## config.mk

```make
export PLATFORM = sky130hd
export DESIGN_NAME = tmds_rx_decoder
export DESIGN_NICKNAME = d
export VERILOG_FILES = /design/src/rtl/tmds_rx_decoder.sv
export SDC_FILE = /design/constraint.sdc
export NUM_CORES = 1
export LEC_CHECK = 0
export CAP_MARGIN = 20
export CORE_MARGIN = 2
export CORE_UTILIZATION = 55
export DETAILED_ROUTE_END_ITERATION = 10
export MAX_ROUTING_LAYER = met4
export PLACE_DENSITY_LB_ADDON = 0.25
export SYNTH_ARGS = -nofsm -noshare
export SYNTH_HDL_FRONTEND = slang
export SYNTH_SLANG_ARGS = --single-unit
export TNS_END_PERCENT = 100
```

## constraint.sdc

```tcl
create_clock -name i_clk -period 5.9 [get_ports i_clk]
set_input_delay 1.18 -clock i_clk [delete_from_list [all_inputs] [get_ports i_clk]]
set_output_delay 1.18 -clock i_clk [all_outputs]
set_load 0.02 [all_outputs]
```

## src/rtl/tmds_rx_decoder.sv

```systemverilog
// tmds_rx_decoder: per-channel TMDS word aligner and decoder with lock monitoring.
module tmds_rx_decoder #(
  parameter int LOCK_RUN     = 16,
  parameter int SLIP_TIMEOUT = 4096,
  parameter int LOSS_TIMEOUT = 4096
) (
  input  logic       i_clk,
  input  logic       i_rst,
  input  logic       i_valid,
  input  logic [9:0] i_sym,
  output logic       o_valid,
  output logic       o_de,
  output logic [7:0] o_data,
  output logic [1:0] o_ctrl,
  output logic       o_token,
  output logic       o_locked,
  output logic [3:0] o_offset
);
  localparam int RW = $clog2(LOCK_RUN + 1);
  localparam int DW = $clog2(SLIP_TIMEOUT + 1);
  localparam int MW = $clog2(LOSS_TIMEOUT + 1);

  typedef enum logic {SEARCH, LOCKED} state_t;

  state_t        r_state;
  logic [9:0]    r_prev, r_a;
  logic          r_a_v;
  logic [RW-1:0] r_run;
  logic [DW-1:0] r_dwell;
  logic [MW-1:0] r_miss;

  logic [19:0]   w_win;
  logic [4:0]    w_idx;
  logic [9:0]    w_aligned;
  logic          w_is_tok, w_lock_hit, w_slip, w_loss, w_locked_n;
  logic [1:0]    w_tok_bits;
  logic [7:0]    w_t, w_d;
  logic [RW-1:0] w_run_n;
  logic [DW-1:0] w_dwell_n;
  logic [MW-1:0] w_miss_n;

  assign w_win     = {i_sym, r_prev};
  assign w_idx     = {1'b0, o_offset};
  assign w_aligned = w_win[w_idx +: 10];

  assign w_is_tok   = r_a == 10'b1101010100 || r_a == 10'b0010101011 ||
                      r_a == 10'b0101010100 || r_a == 10'b1010101011;
  assign w_tok_bits = r_a == 10'b0010101011 ? 2'b01 :
                      r_a == 10'b0101010100 ? 2'b10 :
                      r_a == 10'b1010101011 ? 2'b11 : 2'b00;
  assign w_t = r_a[9] ? ~r_a[7:0] : r_a[7:0];
  assign w_d = {w_t[7:1] ^ w_t[6:0] ^ {7{~r_a[8]}}, w_t[0]};

  // Saturating counter successors; the limits are compared against these
  assign w_run_n   = !w_is_tok ? '0 : r_run == RW'(LOCK_RUN) ? r_run : r_run + 1'b1;
  assign w_dwell_n = r_dwell == DW'(SLIP_TIMEOUT) ? r_dwell : r_dwell + 1'b1;
  assign w_miss_n  = w_is_tok ? '0 : r_miss == MW'(LOSS_TIMEOUT) ? r_miss : r_miss + 1'b1;
  assign w_lock_hit = w_run_n == RW'(LOCK_RUN);
  assign w_slip     = w_dwell_n == DW'(SLIP_TIMEOUT);
  assign w_loss     = w_miss_n == MW'(LOSS_TIMEOUT);
  assign w_locked_n = r_state == LOCKED ? !w_loss : w_lock_hit;

  always_ff @(posedge i_clk or posedge i_rst) begin
    if (i_rst) begin
      r_state  <= SEARCH;
      r_prev   <= '0;
      r_a      <= '0;
      r_a_v    <= 1'b0;
      r_run    <= '0;
      r_dwell  <= '0;
      r_miss   <= '0;
      o_valid  <= 1'b0;
      o_de     <= 1'b0;
      o_data   <= '0;
      o_ctrl   <= '0;
      o_token  <= 1'b0;
      o_locked <= 1'b0;
      o_offset <= '0;
    end else begin
      if (i_valid) begin
        r_prev <= i_sym;
        r_a    <= w_aligned;
      end
      r_a_v   <= i_valid;
      o_valid <= r_a_v && w_locked_n;
      if (r_a_v) begin
        o_token  <= w_is_tok;
        o_locked <= w_locked_n;
        r_state  <= w_locked_n ? LOCKED : SEARCH;
        o_de     <= w_locked_n && !w_is_tok;
        if (w_locked_n) begin
          o_data <= w_is_tok ? 8'h00 : w_d;
          if (w_is_tok) o_ctrl <= w_tok_bits;
        end
        if (r_state == SEARCH) begin
          r_miss <= '0;
          if (w_lock_hit || w_slip) begin
            r_run   <= '0;
            r_dwell <= '0;
          end else begin
            r_run   <= w_run_n;
            r_dwell <= w_dwell_n;
          end
          // Lock wins over slip when both land on the same beat
          if (!w_lock_hit && w_slip) o_offset <= o_offset == 4'd9 ? 4'd0 : o_offset + 4'd1;
        end else begin
          r_miss <= w_loss ? '0 : w_miss_n;
        end
      end
    end
  end
endmodule

```

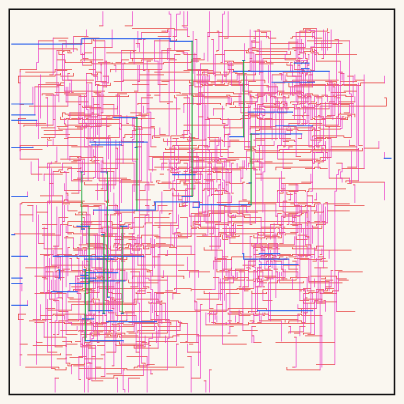
*Signal wires by layer*
Scale: 4 px per um.
layer	color	wire length
met1	red	4550 um
met2	magenta	4970 um
met4	green	224 um
met3	blue	392 um
drt wl/cell: 16.4 um
gr usage total: 0.245
final wirelength: 10100 um
vias: 3864

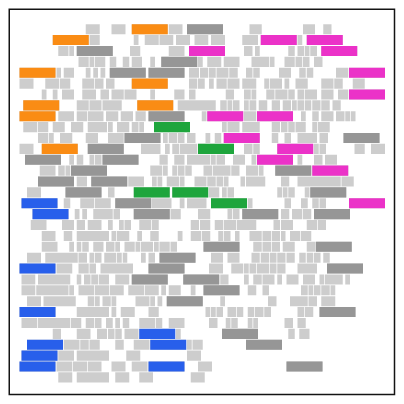
*Register map, names as in the netlist*
Scale: 4 px per um. Other sequential cells in the stronger gray, the rest of the logic in the fainter gray.
netlist name	color	sequential cells
r_miss	magenta	13
r_prev	blue	10
r_run	green	5
o_data	orange	8
storage element area: 0.00175 mm^2
sequential power: 0.564 mW
final core utilization: 0.621
fraction of area in registers: 0.343

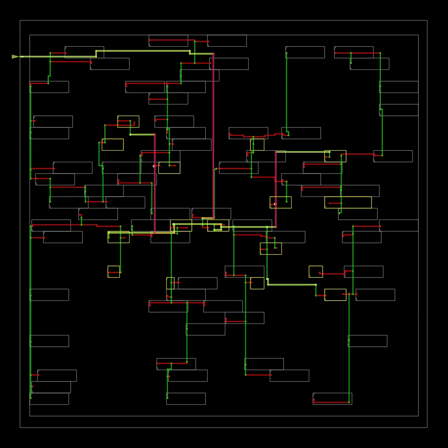
*Clock wiring as the flow saved it*
Seq cells: 70
Clock Sinks: 70
Clock Skews: 0.00809 ns

==> flow_summary.yaml <==
# generated from flow reports
outcome:
  outcome: "completed"
worst_setup_path:
  slowest_stage: "dfrtp_1"
  cp_num_buf_inv: 1
  worstPathRequired_ns: 4.72
  setup.worst_path.start: "o_offset[1]"
  crit_path_end: "o_offset[1]"
  r2r_setup_slack_ns: 2.89
  cpLargestDelayFamily: "flip-flops"
  worstSetupEndpointType: "output port"
  r2r-end: "o_offset[3]"
  worstSetupPathType: "flop to output port"
  worst-path-max-fanout: 29
  cp_cell_sequence: "clkdlybuf4s50_1"
  slowest_delay_ns: 1.07
detailed_routing:
  wl_met2_um: 4970
  ant_nets: 0
  met3WireLength_um: 392
  wl_met1_um: 4550
  drc: 0
  dr.first_iter.drc_count: 181
  dr.pass1.iters: 5
synth:
  synth_flops: 70
  syn_nets: 525
  top_area_frac: 0.377
  top_cells_by_count: "dfrtp_1, nand2_1, o21ai_0"
  synth-edff-count: 0
  xor_share: 0.0433
  ys.flop_type: "dfrtp_1"
  ys_async_sr_fraction: 1.00
  simple_gate_area_frac: 0.214
  yosys_cells: 506
  synthDistinctLibCells: 60
  adder_share: 0.0162
  avgSynthCellArea_um2: 9.18
  ys_warn_count: 0
  ys_sh_mux: 0.120
  logic_family: "simple AND/OR/NAND/NOR gates"
  area_leaders: "dfrtp_1, mux4_2, mux2_2"
  top_cell: "dfrtp_1"
  aoi_share: 0.167
  largest_area_cell: "dfrtp_1"
  yosysSeqAreaShare: 0.377
  syn_inst: 506
power:
  intPower_mw: 0.809
  switching_share: 0.292
  pwr-share-comb: 0.153
  p_switching_mw: 0.334
  pg_comb_mw: 0.175
  powerClk_mw: 0.405
  ir_drop_mv: 0.152
  p_leak_nw: 2.07
  p_seq_frac: 0.493
  p_total_mw: 1.14
  power.density_mw_per_mm2: 224
floorplan:
  die-area_mm2: 0.00920
  die-width_um: 95.9
  n_tap_cell: 105
  ioPinCount: 31
  die_height_um: 95.9
global_routing:
  gr-total-overflow: 0
  grtUsageMet3: 0.0407
  grt_pass1_wl_um: 17200
  use_met1: 0.318
  grtUsageMet2: 0.387
  antenna_found_initial: 0
final_layout:
  stdcell_count: 620
  diodes: 0
  areaGrowthSynthToFinish_pct: 9.77
  clkbuf_count: 10
  dominant_cells: "combinational gates"
  fin_nets: 529
  reg.largest.list: "r_dwell: 13 flops, r_miss: 13 flops"
  comb_area_mm2: 0.00260
  layout_top_cells: "dfrtp_1, nand2_1, o21ai_0"
  lay_top_count: "dfrtp_1"
  drive_gt1_frac: 0.111
  comb_share: 0.510
  inverters: 25
  clock_area_frac: 0.0405
placed_design:
  place_ws_ns: 2.84
  dp_hpwl_um: 6880
  port_buffers: 30
  place_congestion: 0.910
worst_hold_path:
  holdPathStages: 1
  hold_end: "o_de"
  hold_class: "flop to flop"
sta:
  layout_setup_ws_ns: 2.53
  setup_viol: 0
  worst_pin_slew_ns: 1.09
  rsz0062_at_grt: "no"
  fin_tns_setup_ns: 0
  drv_slew: 0
  hold-worst-slack_ns: 0.479
  finalHoldViolCount: 0
  fmax_mhz: 297
flow_run:
  tool_warnings: 29
  maxCapViolations: 0
clocking:
  worstSkewPairLatency_ns: 0.35
  cts_tree: "built"
  cts.path.max_buffers: 2
  cts_buffers: 9
  postCtsSetupBuffers: 0
  ctsHoldBuffers: 0
  cts_root_buf: "clkbuf_8"
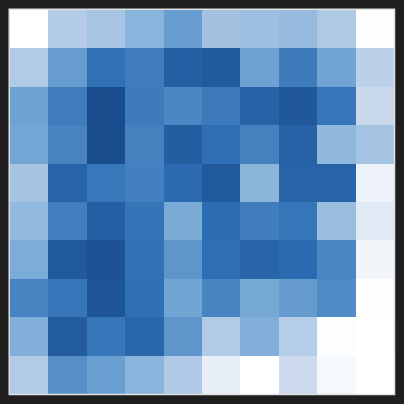
*Cell area per tile*
Scale: 4 px per um. The die is cut into 10 by 10 equal tiles; white is low, dark blue is high, 0 to 100% covered.
nearly empty tiles	7.0%
fullest tile	88%
mean over tiles	54%
emptiest ninth of the die	lower right
Core ar.: 0.00822 mm^2
Core Util at FP: 0.566

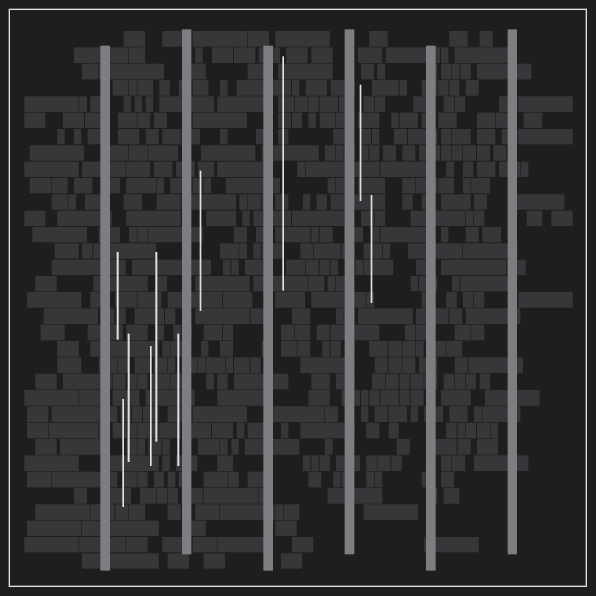
*The metal 4 layer*
Scale: 6 px per um. Supply wires on this layer in gray. Cells faint in the background.
nets with wire on the layer	9
main direction	vertical
longest straight run	38.8 um
wire length on this layer	224 um
share of all routed wire	2.2%

No activity file was given, so power comes from the tool's default toggle rates.
